File: src/rtl/eth_64b66b_pkg.sv
// eth_64b66b_pkg: shared 64b/66b types, sync headers and lock states.
// Used by block_lock_66b and neighbouring PCS stages.
package eth_64b66b_pkg;

  localparam logic [1:0] SH_DATA = 2'b01;
  localparam logic [1:0] SH_CTRL = 2'b10;

  typedef logic [65:0] block_t;

  typedef enum logic [1:0] {
    HUNT,
    SLIP_WAIT,
    LOCKED
  } lock_state_t;

  function automatic logic sh_valid(input logic [1:0] sh);
    logic ok;
    ok = 1'b0;
    unique case (1'b1)
      (sh == SH_DATA): ok = 1'b1;
      (sh == SH_CTRL): ok = 1'b1;
      default:         ok = 1'b0;
    endcase
    return ok;
  endfunction

endpackage

File: src/rtl/block_lock_66b.sv
// block_lock_66b: 66b sync-header block lock with bitslip request.
// Define BLOCK_LOCK_STATS_EN for sh_err_cnt / slip_cnt outputs.
module block_lock_66b
  import eth_64b66b_pkg::*;
#(
  parameter int LOCK_CNT  = 64,
  parameter int WINDOW    = 64,
  parameter int ERR_LIMIT = 16,
  parameter int SLIP_WAIT = 4
) (
  input  logic        clk,
  input  logic        reset_n,
  input  block_t      s_axis_tdata,
  input  logic        s_axis_tvalid,
  output logic        s_axis_tready,
  output block_t      m_axis_tdata,
  output logic        m_axis_tuser,
  output logic        m_axis_tvalid,
  input  logic        m_axis_tready,
  output logic        slip,
  output logic        block_lock
`ifdef BLOCK_LOCK_STATS_EN
  ,
  output logic [31:0] sh_err_cnt,
  output logic [31:0] slip_cnt
`endif
);

  localparam int GW = $clog2(LOCK_CNT + 1);
  localparam int WW = $clog2(WINDOW + 1);
  localparam int EW = $clog2(ERR_LIMIT + 1);
  localparam int SW = $clog2(SLIP_WAIT + 1);

  localparam logic [GW-1:0] GOOD_LAST = GW'(LOCK_CNT - 1);
  localparam logic [WW-1:0] WIN_LAST  = WW'(WINDOW - 1);
  localparam logic [EW-1:0] ERR_LAST  = EW'(ERR_LIMIT - 1);
  localparam logic [SW-1:0] WAIT_LAST = SW'(SLIP_WAIT - 1);

  // The parameter SLIP_WAIT hides the enum literal of the same name.
  localparam lock_state_t ST_WAIT = eth_64b66b_pkg::SLIP_WAIT;

  lock_state_t   state;
  logic [GW-1:0] good_cnt;
  logic [WW-1:0] win_cnt;
  logic [EW-1:0] err_cnt;
  logic [SW-1:0] wait_cnt;
  logic          acc;
  logic          hdr_ok;

  assign s_axis_tready = m_axis_tready | ~m_axis_tvalid;
  assign acc           = s_axis_tvalid & s_axis_tready;
  assign hdr_ok        = sh_valid(s_axis_tdata[1:0]);

  always_ff @(posedge clk or negedge reset_n) begin
    if (!reset_n) begin
      state         <= HUNT;
      good_cnt      <= '0;
      win_cnt       <= '0;
      err_cnt       <= '0;
      wait_cnt      <= '0;
      slip          <= 1'b0;
      block_lock    <= 1'b0;
      m_axis_tvalid <= 1'b0;
      m_axis_tdata  <= '0;
      m_axis_tuser  <= 1'b0;
    end else begin
      slip <= 1'b0;
      if (m_axis_tready) m_axis_tvalid <= 1'b0;
      if (acc) begin
        unique case (state)
          HUNT: begin
            if (!hdr_ok) begin
              good_cnt <= '0;
              slip     <= 1'b1;
              state    <= ST_WAIT;
            end else if (good_cnt == GOOD_LAST) begin
              good_cnt   <= '0;
              win_cnt    <= '0;
              err_cnt    <= '0;
              block_lock <= 1'b1;
              state      <= LOCKED;
            end else begin
              good_cnt <= good_cnt + GW'(1);
            end
          end
          ST_WAIT: begin
            if (wait_cnt == WAIT_LAST) begin
              wait_cnt <= '0;
              good_cnt <= '0;
              state    <= HUNT;
            end else begin
              wait_cnt <= wait_cnt + SW'(1);
            end
          end
          LOCKED: begin
            // Error limit takes priority over window end.
            if (!hdr_ok && err_cnt == ERR_LAST) begin
              win_cnt    <= '0;
              err_cnt    <= '0;
              block_lock <= 1'b0;
              slip       <= 1'b1;
              state      <= ST_WAIT;
            end else begin
              m_axis_tvalid <= 1'b1;
              m_axis_tdata  <= s_axis_tdata;
              m_axis_tuser  <= ~hdr_ok;
              if (win_cnt == WIN_LAST) begin
                win_cnt <= '0;
                err_cnt <= '0;
              end else begin
                win_cnt <= win_cnt + WW'(1);
                if (!hdr_ok) err_cnt <= err_cnt + EW'(1);
              end
            end
          end
          default: state <= HUNT;
        endcase
      end
    end
  end

`ifdef BLOCK_LOCK_STATS_EN
  always_ff @(posedge clk or negedge reset_n) begin
    if (!reset_n) begin
      sh_err_cnt <= '0;
      slip_cnt   <= '0;
    end else begin
      if (acc && !hdr_ok && state != ST_WAIT && sh_err_cnt != '1)
        sh_err_cnt <= sh_err_cnt + 32'd1;
      if (slip && slip_cnt != '1)
        slip_cnt <= slip_cnt + 32'd1;
    end
  end
`endif

endmodule

File: config.mk
export PLATFORM = sky130hd
export DESIGN_NAME = block_lock_66b
export DESIGN_NICKNAME = d
export VERILOG_FILES = /design/src/rtl/eth_64b66b_pkg.sv /design/src/rtl/block_lock_66b.sv
export SDC_FILE = /design/constraint.sdc
export NUM_CORES = 1
export LEC_CHECK = 0
export CELL_PAD_IN_SITES_DETAIL_PLACEMENT = 0
export CELL_PAD_IN_SITES_GLOBAL_PLACEMENT = 1
export CORE_ASPECT_RATIO = 0.6
export CORE_MARGIN = 5
export CORE_UTILIZATION = 38
export DETAILED_ROUTE_END_ITERATION = 10
export HOLD_SLACK_MARGIN = 0.05
export PLACE_DENSITY_LB_ADDON = 0.1
export SKIP_LAST_GASP = 1
export SYNTH_ARGS = -nofsm -noshare
export SYNTH_HDL_FRONTEND = slang
export SYNTH_SLANG_ARGS = --single-unit
File: constraint.sdc
create_clock -name clk -period 4.83 [get_ports clk]
set_clock_uncertainty 0.1 [all_clocks]
set_input_delay 0.7245 -clock clk [delete_from_list [all_inputs] [get_ports clk]]
set_output_delay 0.7245 -clock clk [all_outputs]
set_load 0.03 [all_outputs]
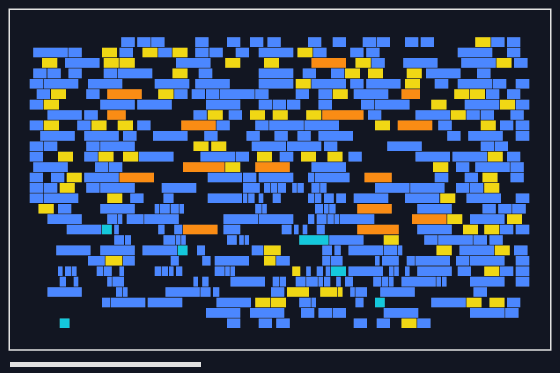
*Sizing map, run 1*
The bar under the picture is 50 µm long.
legend:
  orange:
    size: x6 and larger
    cells: 15
  yellow:
    size: x2
    cells: 74
  blue:
    size: x1 and smaller
    cells: 346
  cyan:
    size: x3 and x4
    cells: 6
Final Cell Area: 5807 µm²
number of non-clock buffers: 142

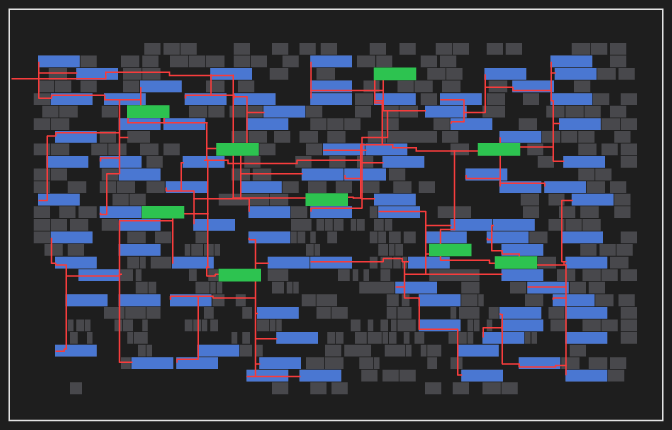
*Clock wires, drivers and flops, run 1*
legend:
  green:
    item: clock-net drivers
    count: 9
  blue:
    item: flip-flops
    count: 94
  red:
    item: clock wires
    length: 1140 µm
routed clock nets: 10
Clk network pwr share: 37.1%
Power Clock: 0.824 mW
clk_lat worst skew: 0.34 ns

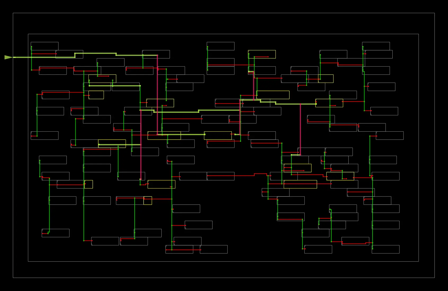
*Clock wiring as the flow saved it, run 1*
CTS Sinks: 94
clock buffer count from CTS: 9
flip-flops: 94
clock buf count: 11

==> job_summary.md, run 1 <==
### Metrics collected by this job

| Metric | Value |
|---|---|
| Distinct cells, synth | `43` |
| Gpl congestion | `0.7545` |
| Fraction of registers with async set/reset | `100.0%` |
| CP max stage delay | `0.66 ns` |
| Combinational share of power | `21.6%` |
| Slew @ Worst Pin | `0.7768 ns` |
| Ys flop type | `dfrtp_1` |
| Ports | `roughly 140` |
| Setup violations, final | `0` |
| Minimum clock period | `between 3 and 4 ns` |
| Maxcap violations | `0` |
| Worst Path Required | `4.95 ns` |
| Sequential Power Share | `between 40% and 50%` |
| Top cell area share | `60.08%` |
| Clock Path Buffers | `2` |
| Top cell excl fill/tap | `clkdlybuf4s50_1` |
| Gr busiest metal | `met2` |
| Outcome | `finished, final reports clean` |
| Avg Cell Area, Syn | `between 10 and 15 µm²` |
| Share of post-route cells with drive strength above 1 | `between 20% and 30%` |
| Cell depth of the worst setup path | `6` |
| Chip Area, Yosys | `3915 µm²` |
| Buffers on Ports | `approximately 140` |
| DPL Wire Length | `roughly 7 mm` |
| DR vias | `2763` |
| Initial Util | `39.35%` |
| Sw Ratio | `26.45%` |
| Yosys warning total | `0` |
| Largest net degree at the start of global routing | `53` |
| Met1 Usage GRT | `20.68%` |
| Total chip power | `2.223 mW` |
| First-pass GRT wire length | `about 15 mm` |
| Die ar. | `12500 µm²` |
| Top Family by Delay on Critical Path | `buffers and inverters` |
| P_int | `1.635 mW` |
| Detail Route Antenna Nets | `0` |
| Post-synth top area cell | `dfrtp_1` |
| Setup Total Neg Slack | `0 ns` |
| Worst Reg-to-Reg Cells | `8` |
| Area Growth Syn to Fin | `48.32%` |
| Type of the tightest min-delay check | `input pin to asynchronous set/reset pin` |
| Fmax | `roughly 330 MHz` |
| PD cells | `382.8 nW/µm²` |
| Worst path cell trace | `clkdlybuf4s50_1, xor2_2, o211ai_2, nor2_4, buf_12, mux2_2` |
| Initial DRC Count | `approximately 76` |
| M2 GR Usage | `23.35%` |
| Comb group | `0.481 mW` |
| Peak supply drop | `around 210 µV` |
| Top cells, area | `dfrtp_1 60%, mux2_2 19%, o21ai_0 2.2%` |
| Switching power of the nets | `0.5880 mW` |
| Via/cell ratio | `4.797` |
| Drt wl/cell | `around 16 µm` |
| Final Hold Fails | `0` |
| Fin. max-slew vios | `0` |
| GRT Total Usage | `15.54%` |
| Crit-path slowest cell | `nor2_4` |
| Fin util | `58.36%` |
| Most frequent cells in the layout | `139 x clkdlybuf4s50_1, 94 x dfrtp_1, 67 x mux2_2` |
| Most numerous cell in the Yosys netlist | `dfrtp_1` |
| Cell area after synthesis | `3915 µm²` |
| CTS tree | `yes` |
| Initial antenna violation count | `0` |
| Ys cells | `slightly below 300` |
| Mapped Cells | `a little under 300` |
| OpenROAD warnings | `26` |
| Buf/Inv on CP | `2` |
| Row cnt | `28` |
| Die Width | `about 140 µm` |
| WS Path Type | `input pin to register` |
| Hold slack | `0.3177 ns` |
| Post-CTS Resized | `0` |
| Global Route met3 Usage | `6.749%` |
| Vias in the first global route | `2857` |
| WL final | `9.313 mm` |
| Count of library flops with an enable pin | `0` |
| Total gr overflow | `0` |
| Ant. Diodes | `0` |
| Worst-path clk slew | `0.06 ns` |
| Post-CTS Setup Bufs | `0` |
| RSZ-0062 raised after global routing | `no` |
| Synth Seq Share | `60.08%` |
| Fraction of the cycle the final worst path needs | `63.46%` |
| Largest Pwr Group | `registers` |
| Top cells by count | `94 x dfrtp_1, 67 x mux2_2, 21 x nand2_1, 17 x o21ai_0, 11 x nor2_1` |
| Seq pwr | `between 0.9 and 1 mW` |
| CP Launch Type | `input pin` |
| DRC | `0` |
| Syn nets | `367` |
| Slew HR | `48.09%` |
| Drt pass-1 iters | `4` |
| Nets | `511` |
| H-Tree Depth | `3` |
| Count of hold-fix buffers inserted at cts | `0` |
| FF+latch count, synth | `94` |
| Core ar. | `9950 µm²` |
| Placed Area | `5449 µm²` |
| P_leak | `2.588 nW` |
| Pre-CTS WS | `~1.4 ns` |
| Setup ws final | `1.765 ns` |
| Critical-path maximum fanout | `~40` |
| Die y size | `between 80 and 90 µm` |
| WP data arrival | `3.18 ns` |
| Finished Layout Cells | `about 580` |
## run 1: final cells by class
| cell class | instances | area, µm² |
|---|---|---|
| multi-input cells | 179 | 1464 |
| well taps | 135 | 168.9 |
| clock inverters | 5 | 105.1 |
| flip-flops and latches | 94 | 2352 |
| clock buffers | 11 | 252.7 |
| fillers | 815 | 4143 |
| repair buffers | 142 | 1426 |
| inverters | 10 | 37.54 |
## run 1: worst register-to-register path: stages, from the launching register on
cell      delay (ns)
dfrtp_1         0.41
ha_1            0.24
and3_1          0.19
ha_1            0.22
inv_1           0.10
o211ai_2        0.19
nor2_4          0.66
buf_12          0.33
mux2_2          0.40
## run 1: cell families (layout without fill, tap and decap cells)
family / after synthesis / count (layout) / synth area share, %
buffers and inverters: 19 / 168 / 2.716
AND-OR/OR-AND: 45 / 45 / 7.894
XOR/XNOR: 2 / 2 / 0.6393
adder cells (fa/ha/maj): 5 / 5 / 1.598
flip-flops: 94 / 94 / 60.08
multiplexers: 68 / 68 / 19.53
AND/OR/NAND/NOR: 59 / 59 / 7.543
## run 1: worst paths after layout
kind | startpoint | end | slack (ns)
min reg2reg | err_cnt[4] | err_cnt[4] | 0.40
min | reset_n | m_axis_tdata[57] | 0.32
max in group asynchronous | reset_n | m_axis_tdata[0] | 3.30
max | s_axis_tdata[1] | m_axis_tdata[46] | 1.76
max reg2reg | err_cnt[0] | m_axis_tdata[46] | 1.88
min in group clk | err_cnt[4] | err_cnt[4] | 0.40
## run 1: metal layers
metal  vias up  routed length, µm
met5         -                  0
met4         0                 87
met3        12                830
met2       100               4146
met1      1321               4247
li1       1330                  -
## run 1: flip-flops by register name (all words and copies together) (netlist names)
signal and flops:
wait_cnt 3, err_cnt 5, block_lock 1, m_axis_tuser 1, win_cnt 7, m_axis_tdata 66, good_cnt 7, state 2
m_axis_tvalid 1, slip 1
==> run 2, diff against run 1 <==
CORE_UTILIZATION = 31   (was 38)
clock period = 2.81 ns   (was 4.83 ns; I/O delays follow)
==> run 2 against run 1 <==
Compared with the run above:
- worst setup slack got worse by 1.4 ns
- cell area up 1.2%
- register-to-register slack worse by 1.5 ns
- hold slack worse by 0.30 ns
- sequential share of layout area shrank 0.50 points
- sequential cell count did not move
- clock power up 55%
- via count decreased by 0.83%
- clock-buffer cell count is 1 higher
- core utilization is 10 points lower
- non-clock buffer count grew 7
- critical endpoint is now win_cnt[0]
==> job_summary.md, run 2 <==
### Metrics collected by this job

| Metric | Value |
|---|---|
| Fin. max-slew vios | `0 (unchanged)` |
| Drt pass-1 iters | `4 (unchanged)` |
| Die ar. | `15050 µm² (+20%)` |
| Maxcap violations | `0 (unchanged)` |
| Ports | `141 (unchanged)` |
| M1 WL | `4.204 mm (-1.0%)` |
| Yosys warning total | `0 (unchanged)` |
| Fraction of registers with async set/reset | `100.0% (unchanged)` |
| Adders+Majority by Area | `1.598% (unchanged)` |
| Initial DRC Count | `162 (+110%)` |
| Mapped Cells | `292 (unchanged)` |
| Slew @ Worst Pin | `0.7158 ns (-0.06102 ns)` |
| Initial antenna violation count | `0 (unchanged)` |
| Mux frac, synth | `19.53% (unchanged)` |
| DRC | `0 (unchanged)` |
| Top cells by count | `94 x dfrtp_1, 67 x mux2_2, 21 x nand2_1, 17 x o21ai_0, 11 x nor2_1` |
| Syn nets | `367 (unchanged)` |
| Fraction of the cycle the final worst path needs | `between 80% and 90%` |
| Minimum clock period | `approximately 2.4 ns` |
| Top Family by Delay on Critical Path | `simple AND/OR/NAND/NOR gates` |
| CP max stage delay | `0.42 ns (-0.24 ns)` |
| Chip Area, Yosys | `3915 µm² (unchanged)` |
| WP data arrival | `2.57 ns (-0.61 ns)` |
| Worst-path clk slew | `0.06 ns (about the same)` |
| OpenROAD warnings | `26 (unchanged)` |
| Post-synth top area cell | `dfrtp_1` |
| DPL Wire Length | `6.895 mm (-1.4%)` |
| Initial Util | `32.04% (-7.3 points)` |
| Final Hold Fails | `0 (unchanged)` |
| Compound Share, Synth | `7.894% (unchanged)` |
| Share of post-route cells with drive strength above 1 | `22.15% (+0.61 points)` |
| Slew HR | `51.78% (+3.7 points)` |
| Cell area after synthesis | `3915 µm² (unchanged)` |
| Top reg by flops | `m_axis_tdata` |
| DR vias | `2740 (-0.83%)` |
| Avg Cell Area, Syn | `13.41 µm² (unchanged)` |
| GRT Total Usage | `12.82% (-2.7 points)` |
| P_leak | `2.615 nW (+1.0%)` |
| Detail Route Antenna Nets | `0 (unchanged)` |
| Setup ws final | `0.3806 ns (-1.384 ns)` |
| Met3 WL post-DR | `1.035 mm (+25%)` |
| Type of the tightest min-delay check | `input pin to asynchronous set/reset pin` |
| Peak supply drop | `339.5 µV (+60%)` |
| Row cnt | `31 (+11%)` |
| Clock buffer count from CTS | `9 (unchanged)` |
| Gpl congestion | `0.7907 (+4.8%)` |
| Yosys simple share | `7.542% (unchanged)` |
| Critical-path maximum fanout | `10 (-76%)` |
| Post-Synth XOR/XNOR Area | `0.6392% (unchanged)` |
| CP Launch Type | `register` |
| WL final | `9.389 mm (+0.82%)` |
| First-pass GRT wire length | `15.40 mm (+1.8%)` |
| RSZ-0062 raised after global routing | `no` |
| Top layer in use | `met4` |
| H-Tree Depth | `3 (unchanged)` |
| Worst Reg-to-Reg Cells | `8 (unchanged)` |
| Die Width | `155.1 µm (+10%)` |
| Top cell excl fill/tap | `clkdlybuf4s50_1` |
| Clock Path Buffers | `2 (unchanged)` |
| Outcome | `finished, final reports clean` |
| Drt wl/cell | `15.34 µm (-5.1%)` |
| PD cells | `630.0 nW/µm² (+65%)` |
| Top cell area share | `60.08% (unchanged)` |
| Vias in the first global route | `2855 (-0.070%)` |
| Post-CTS Resized | `0 (unchanged)` |
| Ant. Diodes | `0 (unchanged)` |
| Max reg flops | `66 (unchanged)` |
| Worst Path Required | `2.95 ns (-2.00 ns)` |
| Top flop regs | `m_axis_tdata: 66 flops, good_cnt: 7 flops, win_cnt: 7 flops` |
run 2: cell counts after synthesis:
No cell type changed its count.
run 2: stage by stage:
step / cells / hold WS, ns / util (%) / cell area, µm² / total power, mW
after CTS: 612 / 0.05255 / 48.12 / 5879 / 3.776
after global routing: 612 / 0.05937 / 48.12 / 5879 / 3.897
after global placement: 597 / 0.3695 / 45.54 / 5564 / 2.449
final: 612 / 0.01521 / 48.12 / 5879 / 3.704
after floorplan: 292 / 0.02591 / - / 3915 / 2.017
after detailed placement: 597 / 0.3668 / 45.54 / 5564 / 2.458
run 2: cell type report:
type | count | area [µm²]
Clock buffer | 12 | 246.5
Sequential cell | 94 | 2352
Inverter | 10 | 37.54
Fill cell | 1067 | 6339
Clock inverter | 3 | 68.82
Tap cell | 165 | 206.4
Multi-Input combinational cell | 179 | 1464
Timing Repair Buffer | 149 | 1504
run 2: where the power goes:
group / switching [mW] / internal [mW] / leakage, nW / total (mW)
Combinational: 0.436 / 0.410 / 1.18 / 0.846
Sequential: 0.0783 / 1.50 / 1.28 / 1.57
Clock: 0.483 / 0.801 / 0.153 / 1.28
Total: 0.997 / 2.71 / 2.61 / 3.70
run 2: path summary, 6_finish.rpt:
path                            start                to  slack [ns]
min in group clk           err_cnt[4]        err_cnt[4]        0.37
setup / recovery           err_cnt[0]        win_cnt[0]        0.38
setup reg to reg           err_cnt[0]        win_cnt[0]        0.38
max in group asynchronous     reset_n       good_cnt[6]        2.18
hold / removal                reset_n  m_axis_tdata[53]        0.02
hold reg to reg            err_cnt[4]        err_cnt[4]        0.37
run 2: metal layers:
| layer | vias to the layer above | global-route usage (%) |
|---|---|---|
| li1 | 1342 | - |
| met1 | 1301 | 16.51 |
| met2 | 91 | 18.55 |
| met3 | 6 | 7.521 |
| met4 | 0 | 2.849 |
| met5 | - | 0 |
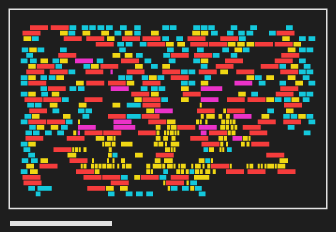
*Cells colored by class, run 2*
The bar under the picture is 50 µm long.
legend:
  red:
    class: registers
    cells: 94
    share_of_their_area: 41%
  magenta:
    class: clock drivers and dummy loads
    cells: 15
    share_of_their_area: 5.6%
  cyan:
    class: remaining buffers and delay cells
    cells: 149
    share_of_their_area: 27%
  yellow:
    class: remaining logic cells
    cells: 189
    share_of_their_area: 26%
Core ar.: 12220 µm²
fin util: 48.12%

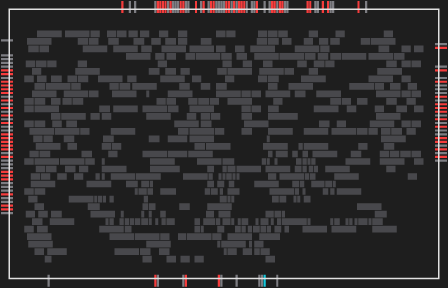
*I/O pins on the die edge, run 2*
Pins as bars across the die edge, other pins in gray.
legend:
  red:
    port: `s_axis_tdata`
    pins: 66
    direction: input
    edge: 28 top, 22 left, 13 right, 3 bottom
  cyan:
    port: `s_axis_tvalid`
    pins: 1
    direction: input
    edge: bottom
all pins by edge: 58 top, 44 left, 27 right, 12 bottom
Buffers on Ports: 140
die y size: 97.05 µm

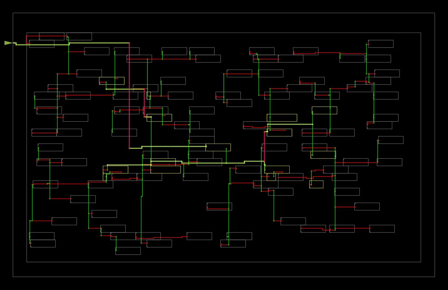
*Clock wiring as the flow saved it, run 2*
Power Clock: 1.28 mW
clk_lat worst skew: 0.33 ns
clock buf count: 12

Power figures rest on the tool's default switching activity, not on a simulated workload.
